`config.mk`:
```
export PLATFORM = sky130hd
export DESIGN_NAME = vend_sequencer_flat
export DESIGN_NICKNAME = d
export VERILOG_FILES = /design/src/rtl/vend_pkg.sv /design/src/rtl/vend_if.sv /design/src/rtl/vend_timer.sv /design/src/rtl/vend_sequencer.sv /design/src/flat_wrapper.sv
export SDC_FILE = /design/constraint.sdc
export NUM_CORES = 1
export LEC_CHECK = 0
export CAP_MARGIN = 20
export CORE_MARGIN = 1.5
export CORE_UTILIZATION = 35
export DETAILED_ROUTE_END_ITERATION = 7
export PLACE_DENSITY = 0.59
export SETUP_SLACK_MARGIN = 0.4
export SYNTH_ARGS = -nofsm -noshare
export SYNTH_HDL_FRONTEND = slang
export SYNTH_SLANG_ARGS = --single-unit
export TNS_END_PERCENT = 5
```
`constraint.sdc`:
```
create_clock -name clk -period 4.1 [get_ports clk]
set_input_delay 0.41 -clock clk [delete_from_list [all_inputs] [get_ports clk]]
set_output_delay 0.41 -clock clk [all_outputs]
set_load 0.1 [all_outputs]
```
`src/rtl/vend_pkg.sv`:
```
// Shared types and coin decoding for the vending sequencer.
package vend_pkg;

  typedef enum logic [1:0] {IDLE, VEND, PAYOUT} vend_state_e;

  localparam logic [4:0] NICKEL  = 5'd5;
  localparam logic [4:0] DIME    = 5'd10;
  localparam logic [4:0] QUARTER = 5'd25;

  typedef struct packed {
    logic       invalid;
    logic [4:0] value;
  } coin_t;

  // No coin decodes as value 0 and valid; more than one coin bit is invalid.
  function automatic coin_t coin_value(input logic nin, input logic din, input logic qin);
    coin_t c;
    c.invalid = 1'b0;
    c.value   = 5'd0;
    case ({nin, din, qin})
      3'b000:  c.value = 5'd0;
      3'b100:  c.value = NICKEL;
      3'b010:  c.value = DIME;
      3'b001:  c.value = QUARTER;
      default: c.invalid = 1'b1;
    endcase
    return c;
  endfunction

endpackage

```
`src/rtl/vend_if.sv`:
```
// Buyer, dispenser and change-ejector signals of the vending sequencer.
// Handshakes: vend_req/chg_req are levels held until the matching one-cycle
// ack is sampled on a rising edge; the request drops in the following cycle.
interface vend_if #(parameter int CREDIT_W = 7);
  logic                nin;
  logic                din;
  logic                qin;
  logic                sel;
  logic                cancel;
  logic                vend_req;
  logic                vend_ack;
  logic                chg_req;
  logic                chg_ack;
  logic                coin_rej;
  logic                vend_fail;
  logic [CREDIT_W-1:0] credit;
  logic                busy;
  vend_pkg::vend_state_e state;

  modport master (
    input  nin, din, qin, sel, cancel, vend_ack, chg_ack,
    output vend_req, chg_req, coin_rej, vend_fail, credit, busy, state
  );

  modport slave (
    output nin, din, qin, sel, cancel, vend_ack, chg_ack,
    input  vend_req, chg_req, coin_rej, vend_fail, credit, busy, state
  );
endinterface

```
`src/rtl/vend_timer.sv`:
```
// Dispenser watchdog: counts enabled cycles, flags the last allowed one.
module vend_timer #(
  parameter int VEND_TIMEOUT = 16
) (
  input  logic clk,
  input  logic reset,
  input  logic clear,
  input  logic enable,
  output logic expired
);
  localparam int TW = (VEND_TIMEOUT > 2) ? $clog2(VEND_TIMEOUT) : 1;
  localparam logic [TW-1:0] LAST = TW'(VEND_TIMEOUT - 1);

  logic [TW-1:0] count;

  always_ff @(posedge clk or negedge reset) begin
    if (!reset)                        count <= '0;
    else if (clear)                    count <= '0;
    else if (enable && count != LAST)  count <= count + 1'b1;
  end

  assign expired = enable && (count == LAST);
endmodule

```
`src/rtl/vend_sequencer.sv`:
```
// Vending controller: coin credit, dispenser handshake with timeout refund,
// and nickel-by-nickel change payout.
module vend_sequencer
  import vend_pkg::*;
#(
  parameter int PRICE        = 20,
  parameter int MAX_CREDIT   = 95,
  parameter int CREDIT_W     = 7,
  parameter int VEND_TIMEOUT = 16
) (
  input  logic   clk,
  input  logic   reset,
  vend_if.master bus
);
  localparam int CW1 = CREDIT_W + 1;
  localparam logic [CREDIT_W-1:0] PRICE_C  = CREDIT_W'(PRICE);
  localparam logic [CREDIT_W-1:0] NICKEL_C = CREDIT_W'(NICKEL);

  vend_state_e         state, state_next;
  logic [CREDIT_W-1:0] credit, credit_next;
  logic vend_req, vend_req_next, chg_req, chg_req_next;
  logic coin_rej, coin_rej_next, vend_fail, vend_fail_next;
  logic timer_clear, expired;

  coin_t          coin;
  logic           coin_any, accept;
  logic [CW1-1:0] sum;

  assign coin     = coin_value(bus.nin, bus.din, bus.qin);
  assign coin_any = bus.nin | bus.din | bus.qin;
  assign sum      = {1'b0, credit} + CW1'(coin.value);
  assign accept   = (state == IDLE) && coin_any && !coin.invalid &&
                    (sum <= CW1'(MAX_CREDIT));

  vend_timer #(.VEND_TIMEOUT(VEND_TIMEOUT)) u_timer (
    .clk    (clk),
    .reset  (reset),
    .clear  (timer_clear),
    .enable (state == VEND),
    .expired(expired)
  );

  always_ff @(posedge clk or negedge reset) begin
    if (!reset) begin
      state     <= IDLE;
      credit    <= '0;
      vend_req  <= 1'b0;
      chg_req   <= 1'b0;
      coin_rej  <= 1'b0;
      vend_fail <= 1'b0;
    end else begin
      state     <= state_next;
      credit    <= credit_next;
      vend_req  <= vend_req_next;
      chg_req   <= chg_req_next;
      coin_rej  <= coin_rej_next;
      vend_fail <= vend_fail_next;
    end
  end

  always_comb begin
    state_next     = state;
    credit_next    = credit;
    vend_req_next  = 1'b0;
    chg_req_next   = 1'b0;
    coin_rej_next  = coin_any && !accept;
    vend_fail_next = 1'b0;
    timer_clear    = 1'b0;
    case (state)
      IDLE: begin
        if (accept) credit_next = sum[CREDIT_W-1:0];
        // Affordability uses registered credit; a same-cycle coin still lands.
        if (bus.sel && credit >= PRICE_C) begin
          state_next    = VEND;
          credit_next   = credit_next - PRICE_C;
          vend_req_next = 1'b1;
          timer_clear   = 1'b1;
        end else if (bus.cancel && credit != '0) begin
          state_next   = PAYOUT;
          chg_req_next = 1'b1;
        end
      end
      VEND: begin
        if (bus.vend_ack) begin
          state_next   = (credit != '0) ? PAYOUT : IDLE;
          chg_req_next = (credit != '0);
        end else if (expired) begin
          state_next     = PAYOUT;
          credit_next    = credit + PRICE_C;
          vend_fail_next = 1'b1;
          chg_req_next   = 1'b1;
        end else begin
          vend_req_next = 1'b1;
        end
      end
      PAYOUT: begin
        if (bus.chg_ack && credit != '0) credit_next = credit - NICKEL_C;
        chg_req_next = (credit_next != '0);
        if (credit_next == '0) state_next = IDLE;
      end
      default: state_next = IDLE;
    endcase
  end

  assign bus.vend_req  = vend_req;
  assign bus.chg_req   = chg_req;
  assign bus.coin_rej  = coin_rej;
  assign bus.vend_fail = vend_fail;
  assign bus.credit    = credit;
  assign bus.busy      = (state != IDLE);
  assign bus.state     = state;
endmodule

```
`src/flat_wrapper.sv`:
```
// flat-port wrapper written by rule: the top's interface ports become plain ports
module vend_sequencer_flat import vend_pkg::*;
#(
  parameter int PRICE        = 20,
  parameter int MAX_CREDIT   = 95,
  parameter int CREDIT_W     = 7,
  parameter int VEND_TIMEOUT = 16
)
  (clk, reset, bus_nin, bus_din, bus_qin, bus_sel, bus_cancel, bus_vend_ack, bus_chg_ack, bus_vend_req, bus_chg_req, bus_coin_rej, bus_vend_fail, bus_credit, bus_busy, bus_state);
  vend_if #(.CREDIT_W(CREDIT_W)) bus_i ();
  input  logic clk;
  input  logic reset;
  input wire logic [$bits(bus_i.nin)-1:0] bus_nin;
  input wire logic [$bits(bus_i.din)-1:0] bus_din;
  input wire logic [$bits(bus_i.qin)-1:0] bus_qin;
  input wire logic [$bits(bus_i.sel)-1:0] bus_sel;
  input wire logic [$bits(bus_i.cancel)-1:0] bus_cancel;
  input wire logic [$bits(bus_i.vend_ack)-1:0] bus_vend_ack;
  input wire logic [$bits(bus_i.chg_ack)-1:0] bus_chg_ack;
  output wire logic [$bits(bus_i.vend_req)-1:0] bus_vend_req;
  output wire logic [$bits(bus_i.chg_req)-1:0] bus_chg_req;
  output wire logic [$bits(bus_i.coin_rej)-1:0] bus_coin_rej;
  output wire logic [$bits(bus_i.vend_fail)-1:0] bus_vend_fail;
  output wire logic [$bits(bus_i.credit)-1:0] bus_credit;
  output wire logic [$bits(bus_i.busy)-1:0] bus_busy;
  output wire logic [$bits(bus_i.state)-1:0] bus_state;
  assign bus_i.nin = bus_nin;
  assign bus_i.din = bus_din;
  assign bus_i.qin = bus_qin;
  assign bus_i.sel = bus_sel;
  assign bus_i.cancel = bus_cancel;
  assign bus_i.vend_ack = bus_vend_ack;
  assign bus_i.chg_ack = bus_chg_ack;
  assign bus_vend_req = bus_i.vend_req;
  assign bus_chg_req = bus_i.chg_req;
  assign bus_coin_rej = bus_i.coin_rej;
  assign bus_vend_fail = bus_i.vend_fail;
  assign bus_credit = bus_i.credit;
  assign bus_busy = bus_i.busy;
  assign bus_state = bus_i.state;
  vend_sequencer #(.PRICE(PRICE), .MAX_CREDIT(MAX_CREDIT), .CREDIT_W(CREDIT_W), .VEND_TIMEOUT(VEND_TIMEOUT)) u_core (.clk(clk), .reset(reset), .bus(bus_i));
endmodule
```
**Run 1: supply network**

Pins as bars on the die edge.
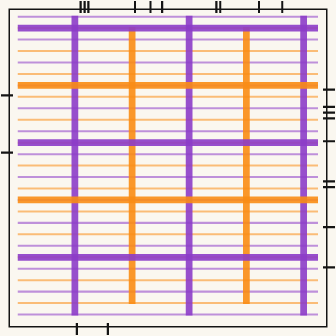
Key: orange = VDD; purple = VSS
27 met1 rails follow the rows. 23 signal pins sit on the boundary.

**Run 1: placed cells, one color a class**

Scale bar: 20 microns.
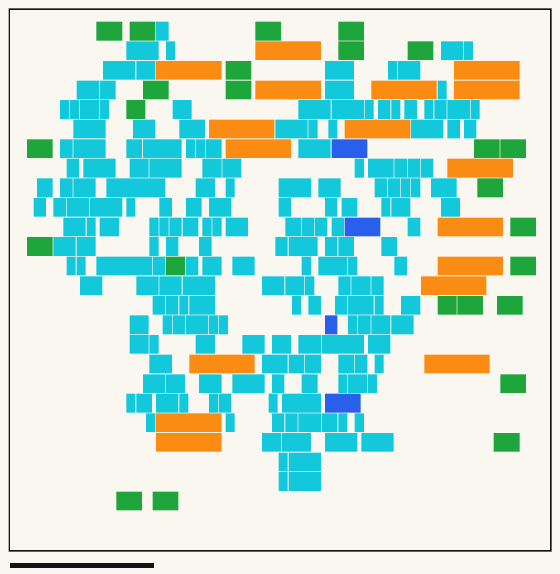
Key: green = remaining buffers and delay cells [cells 25]; blue = clock drivers and dummy loads [cells 4]; orange = registers [cells 17]; cyan = remaining logic cells [cells 198]
proportion of cell area occupied by registers: 19.6%
Placeable Area: 0.00504 sq mm
# rows: 26
Finished Cell Area: 0.00217 sq mm
Final Core Density: 43.1%

==> results.sh, run 1 <==
# yosys + openroad results
export IMPL_status="finished clean"
export IMPL_globalRouteTotalUtil_pct=18.0
export IMPL_drt_wl_total_microns=4870
export IMPL_synth_warnings=0
export IMPL_yosysChipArea_sq_mm=0.00182
export IMPL_flops=17
export IMPL_period_used_pct=86.1
export IMPL_htree_levels=1
export IMPL_hpwlAfterDp_microns=3650
export IMPL_logic_family="AND-OR/OR-AND gates"
export IMPL_warnings=32
export IMPL_start_kind="primary input"
export IMPL_yosys_area_share_aoi_pct=29.2
export IMPL_crit_type="primary input to flop"
export IMPL_placed_area_sq_mm=0.00209
export IMPL_hold_viol=0
export IMPL_fin_nets=271
export IMPL_cts_tree="done"
export IMPL_synth_seq_cells=17
export IMPL_fin_cells=314
export IMPL_die_area_sq_mm=0.00563
export IMPL_syn_area_sq_mm=0.00182
export IMPL_antenna_found_initial=0
export IMPL_clock_root_buffer="clkbuf_8"
export IMPL_max_freq_mhz=283
export IMPL_tapCellCount=70
export IMPL_n_all_buffers=25
export IMPL_slowest_stage="clkdlybuf4s50_1"
export IMPL_synth_edff_count=0
export IMPL_ys_cells=224
export IMPL_comb_cells=183
export IMPL_comb_area_share_pct=60.5
export IMPL_critPathRequiredTime_ns=4.31
export IMPL_area_leaders="dfrtp_1 (23%), ha_1 (11%), nor2_1 (5.0%), xnor2_1 (4.3%), a21oi_1 (4.1%)"
export IMPL_path_cells="clkdlybuf4s50_1 > nor3b_2 > or2_2 > ha_2 > fa_2 > a211o_1 > nand3_1 > o311a_4 > and2_4 > nor2_1 > a21oi_1 > ha_1 > o311a_1 > o221ai_1 > o21a_1"
export IMPL_flop_cell="dfrtp_1"
export IMPL_placed_cells=310
export IMPL_drc=0
export IMPL_final_common_cell="nor2_1"
export IMPL_port_buffers=22
export IMPL_first_pass_iters=4
export IMPL_synth_distinct_cells=54
export IMPL_cts_inserted_buffers=3
export IMPL_gp_congestion=0.844
export IMPL_syn_area_per_cell_sq_um=8.10
export IMPL_finalCriticalPeriod_ns=3.53
export IMPL_setup_violations=0
export IMPL_nonClkBufAreaFrac_pct=11.2
export IMPL_nClkBuffers=3
export IMPL_cts_hold_buf=0
export IMPL_lay_top_cells="nor2_1 (24), clkdlybuf4s50_1 (22), dfrtp_1 (17)"
export IMPL_die_h_microns=75.0
export IMPL_floorplan_nets=250
export IMPL_synth_cells=224
export IMPL_cp_data_arrival_time_ns=3.74
export IMPL_rsz0062_at_grt="false"
export IMPL_reg_top3="u_core.bus.credit x7, u_core.u_timer.count x4, u_core.bus.state x2"
export IMPL_yosys_stat_seqShare_pct=23.4
export IMPL_largest_reg_flops=7
export IMPL_post_place_ws_ns=0.151
export IMPL_area_growth_syn_to_layout_pct=19.8
export IMPL_clock_path_buffers=2
**Run 1: clock network drawn from the DEF**

Scale bar: 20 microns.
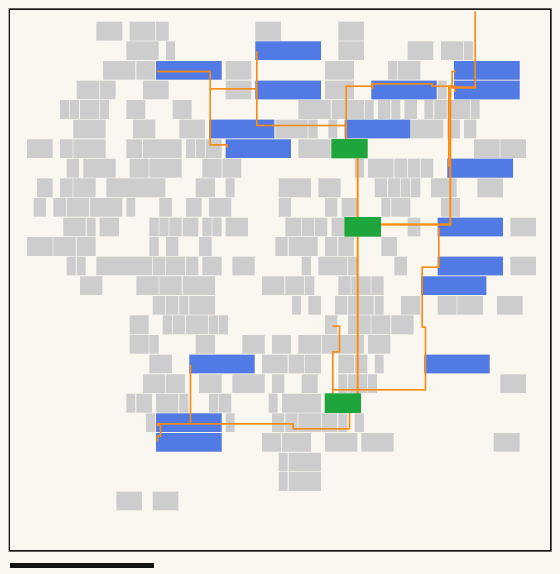
Key: blue = flip-flops [count 17]; green = clock-net drivers [count 3]; orange = clock wires [length 284 microns]
There are 4 routed clock nets.
Late-Pin Clk Latency: 0.26 ns
clk_skew: 0.00254 ns

## run 1: metal layers
metal  wire length [microns]  GRT usage, %  up-vias  part of all wire [%]
li1                        -             -      869                     -
met5                       0             0        -                     0
met2                    2340          29.8       54                    48
met3                     223          1.61        9                   4.6
met1                    2230          24.8      823                    46
met4                      80          5.66        0                   1.6
## run 1: worst paths after layout
kind | slack (ns) | start | depth (start not counted) | endpoint
worst max-delay path | 0.57 | bus_qin | 15 | u_core.bus.credit[3]$_DFFE_PN0P_
worst min register to register | 0.55 | u_core.u_timer.count[1]$_DFFE_PN0P_ | 2 | u_core.u_timer.count[1]$_DFFE_PN0P_
max in group asynchronous | 2.99 | reset | 1 | u_core.bus.state[0]$_DFFE_PN0P_
min in group asynchronous | 0.61 | reset | 1 | u_core.bus.credit[2]$_DFFE_PN0P_
worst min-delay path | 0.55 | u_core.u_timer.count[1]$_DFFE_PN0P_ | 2 | u_core.u_timer.count[1]$_DFFE_PN0P_
worst max register to register | 1.01 | u_core.bus.credit[3]$_DFFE_PN0P_ | 9 | u_core.bus.state[0]$_DFFE_PN0P_
## run 1: logic make-up (layout without fill, tap and decap cells)
| family | count (synthesis) | in the layout |
|---|---|---|
| and+or+nand+nor | 75 | 75 |
| xor gates and xnor gates | 13 | 13 |
| muxes | 3 | 3 |
| adders and majority gates | 17 | 17 |
| DFF | 17 | 17 |
| AOI/OAI and AO/OA | 75 | 75 |
| buffers and inverters | 24 | 44 |
**Run 1: clock nets**

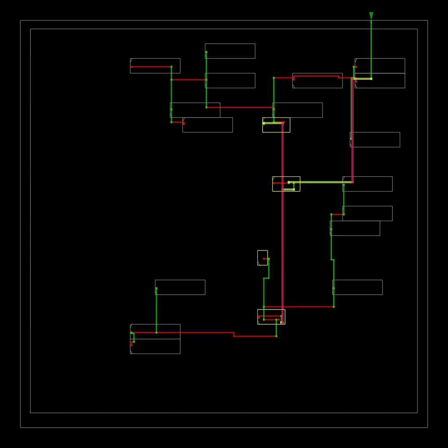

==> run 1 -> run 2 <==
CTS_BUF_LIST = sky130_fd_sc_hd__clkbuf_4 sky130_fd_sc_hd__clkbuf_8 sky130_fd_sc_hd__clkbuf_16   (was default)
REMOVE_ABC_BUFFERS = 1   (was default)
**Run 2: clock nets**

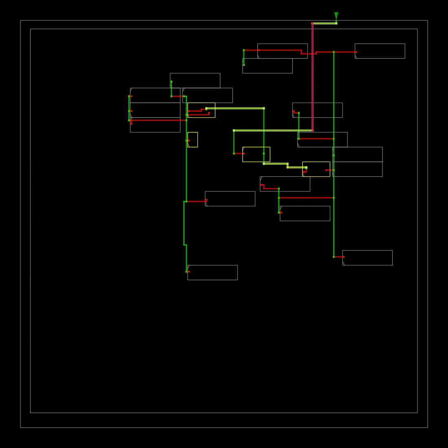
layout clock buffer count: 3
clk_skew: 0.00361 ns
registers: 17
cts bufs inserted: 3
clk sinks: 17

==> results.sh, run 2 <==
# yosys + openroad results
export IMPL_status="finished clean"
export IMPL_area_growth_syn_to_layout_pct=20.9
export IMPL_synth_distinct_cells=54
export IMPL_hold_path_startpoint="bus_qin"
export IMPL_hpwlAfterDp_microns=3610
export IMPL_r2r_cells=9
export IMPL_top_layer="met4"
export IMPL_cp_data_arrival_time_ns=3.73
export IMPL_yosysChipArea_sq_mm=0.00182
export IMPL_synth_edff_count=0
export IMPL_critPathRequiredTime_ns=4.29
export IMPL_yosys_stat_seqShare_pct=23.4
export IMPL_cts_hold_buf=0
export IMPL_fin_setup_tns_ns=0
export IMPL_synth_warnings=0
export IMPL_die_area_sq_mm=0.00563
export IMPL_final_common_cell="nor2_1"
export IMPL_crit_type="primary input to flop"
export IMPL_fin_area_sq_mm=0.00219
export IMPL_clock_root_buffer="clkbuf_8"
export IMPL_fp_coreArea_sq_mm=0.00504
export IMPL_max_freq_mhz=282
export IMPL_syn_area_sq_mm=0.00182
export IMPL_antenna_found_initial=0
export IMPL_gp_congestion=0.949
export IMPL_drt_wl_total_microns=4920
export IMPL_fin_util_pct=43.5
export IMPL_cts_tree="done"
export IMPL_drv_cap=0
export IMPL_die_h_microns=75.0
export IMPL_std_cell_rows=26
export IMPL_warnings=31
export IMPL_met1_usage_pct=24.5
export IMPL_grtUsageMet2_pct=30.1
export IMPL_grt_max_degree=18
export IMPL_setup_violations=0
export IMPL_wirelength_met1_microns=2240
export IMPL_reg2reg_slack_ns=0.97
export IMPL_whs_endpoint="u_core.bus.coin_rej$_DFF_PN0_"
export IMPL_placed_area_sq_mm=0.00210
export IMPL_post_place_ws_ns=0.0520
export IMPL_fin_nets=273
export IMPL_lay_top_cells="nor2_1 (24), clkdlybuf4s50_1 (20), dfrtp_1 (17)"
export IMPL_hold_viol=0
export IMPL_rsz0062_at_grt="false"
export IMPL_synth_cells_most_frequent="nor2_1 (24), dfrtp_1 (17), ha_1 (16)"
export IMPL_tapCellCount=70
export IMPL_postRouteAntennaNets=0
export IMPL_largest_reg_flops=7
export IMPL_globalRouteTotalUtil_pct=18.1
export IMPL_first_pass_iters=5
export IMPL_reg_top3="u_core.bus.credit x7, u_core.u_timer.count x4, u_core.bus.state x2"
export IMPL_finalCriticalPeriod_ns=3.54
export IMPL_grt_busiest_layer="met2"
export IMPL_port_buffers=22
export IMPL_period_used_pct=86.4
export IMPL_ys_cells=224
export IMPL_synth_seq_cells=17
export IMPL_holdPathStages=3
export IMPL_r2r_start="u_core.bus.credit[3]$_DFFE_PN0P_"
export IMPL_met3_length_microns=199
export IMPL_flop_cell="dfrtp_1"
export IMPL_nonClkBufAreaFrac_pct=12.0
export IMPL_seq_area_share_pct=19.4
export IMPL_n_all_buffers=27
export IMPL_clock_path_buffers=2
export IMPL_chipWidth_microns=75.0
export IMPL_wl_met2_microns=2420
export IMPL_drc=0
**Run 2: clock network drawn from the DEF**

Scale bar: 20 microns.
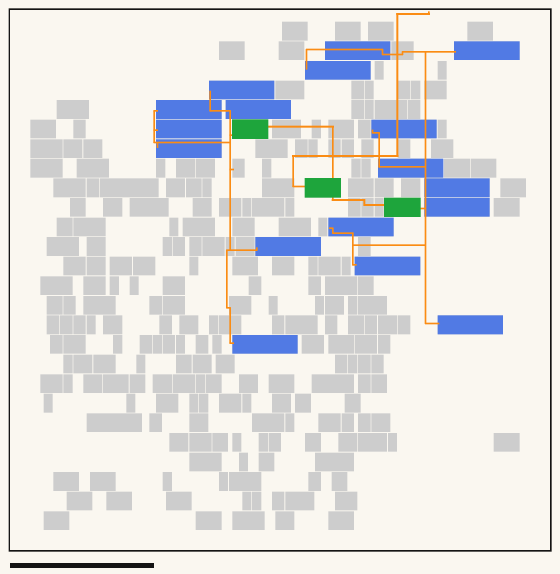
Late-Pin Clk Latency: 0.25 ns

## run 2: worst max-delay path by stage
stage | start | to | slack (ns) | cells past startpoint
after CTS | bus_qin | u_core.bus.credit[3]$_DFFE_PN0P_ | 0.41 | 15
after detailed placement | bus_qin | u_core.bus.credit[3]$_DFFE_PN0P_ | 0.05 | 14
after floorplan | u_core.bus.credit[0]$_DFFE_PN0P_ | u_core.bus.credit[3]$_DFFE_PN0P_ | 0.52 | 11
final | bus_din | u_core.bus.credit[3]$_DFFE_PN0P_ | 0.56 | 15
after global routing | bus_din | u_core.bus.credit[3]$_DFFE_PN0P_ | 0.38 | 15
after global placement | bus_qin | u_core.bus.credit[3]$_DFFE_PN0P_ | 0.20 | 14
## run 2: logic make-up after synthesis
group / synth area share (%)
multiplexers: 1.79
adder cells (fa/ha/maj): 12.1
flip-flops: 23.4
AND/OR/NAND/NOR: 21.1
AND-OR/OR-AND: 29.2
buffers and inverters: 6.13
XOR/XNOR: 6.27
## run 2: worst max-delay path: stages
cell and delay [ns]:
clkdlybuf4s50_1 0.54, nor3b_2 0.08, or2_2 0.30, ha_2 0.20
fa_2 0.39, a211o_1 0.28, nand3_1 0.12, o311a_4 0.22
and2_4 0.19, nor2_1 0.05, a21oi_1 0.13, ha_1 0.25
o311a_1 0.35, o221ai_1 0.07, o21a_1 0.14
## run 2: what timing repair did
item	4_1_cts	5_1_grt
gates resized	3	8
endpoints found under the setup margin	2	3
setup buffers	0	1
pin swaps	0	1
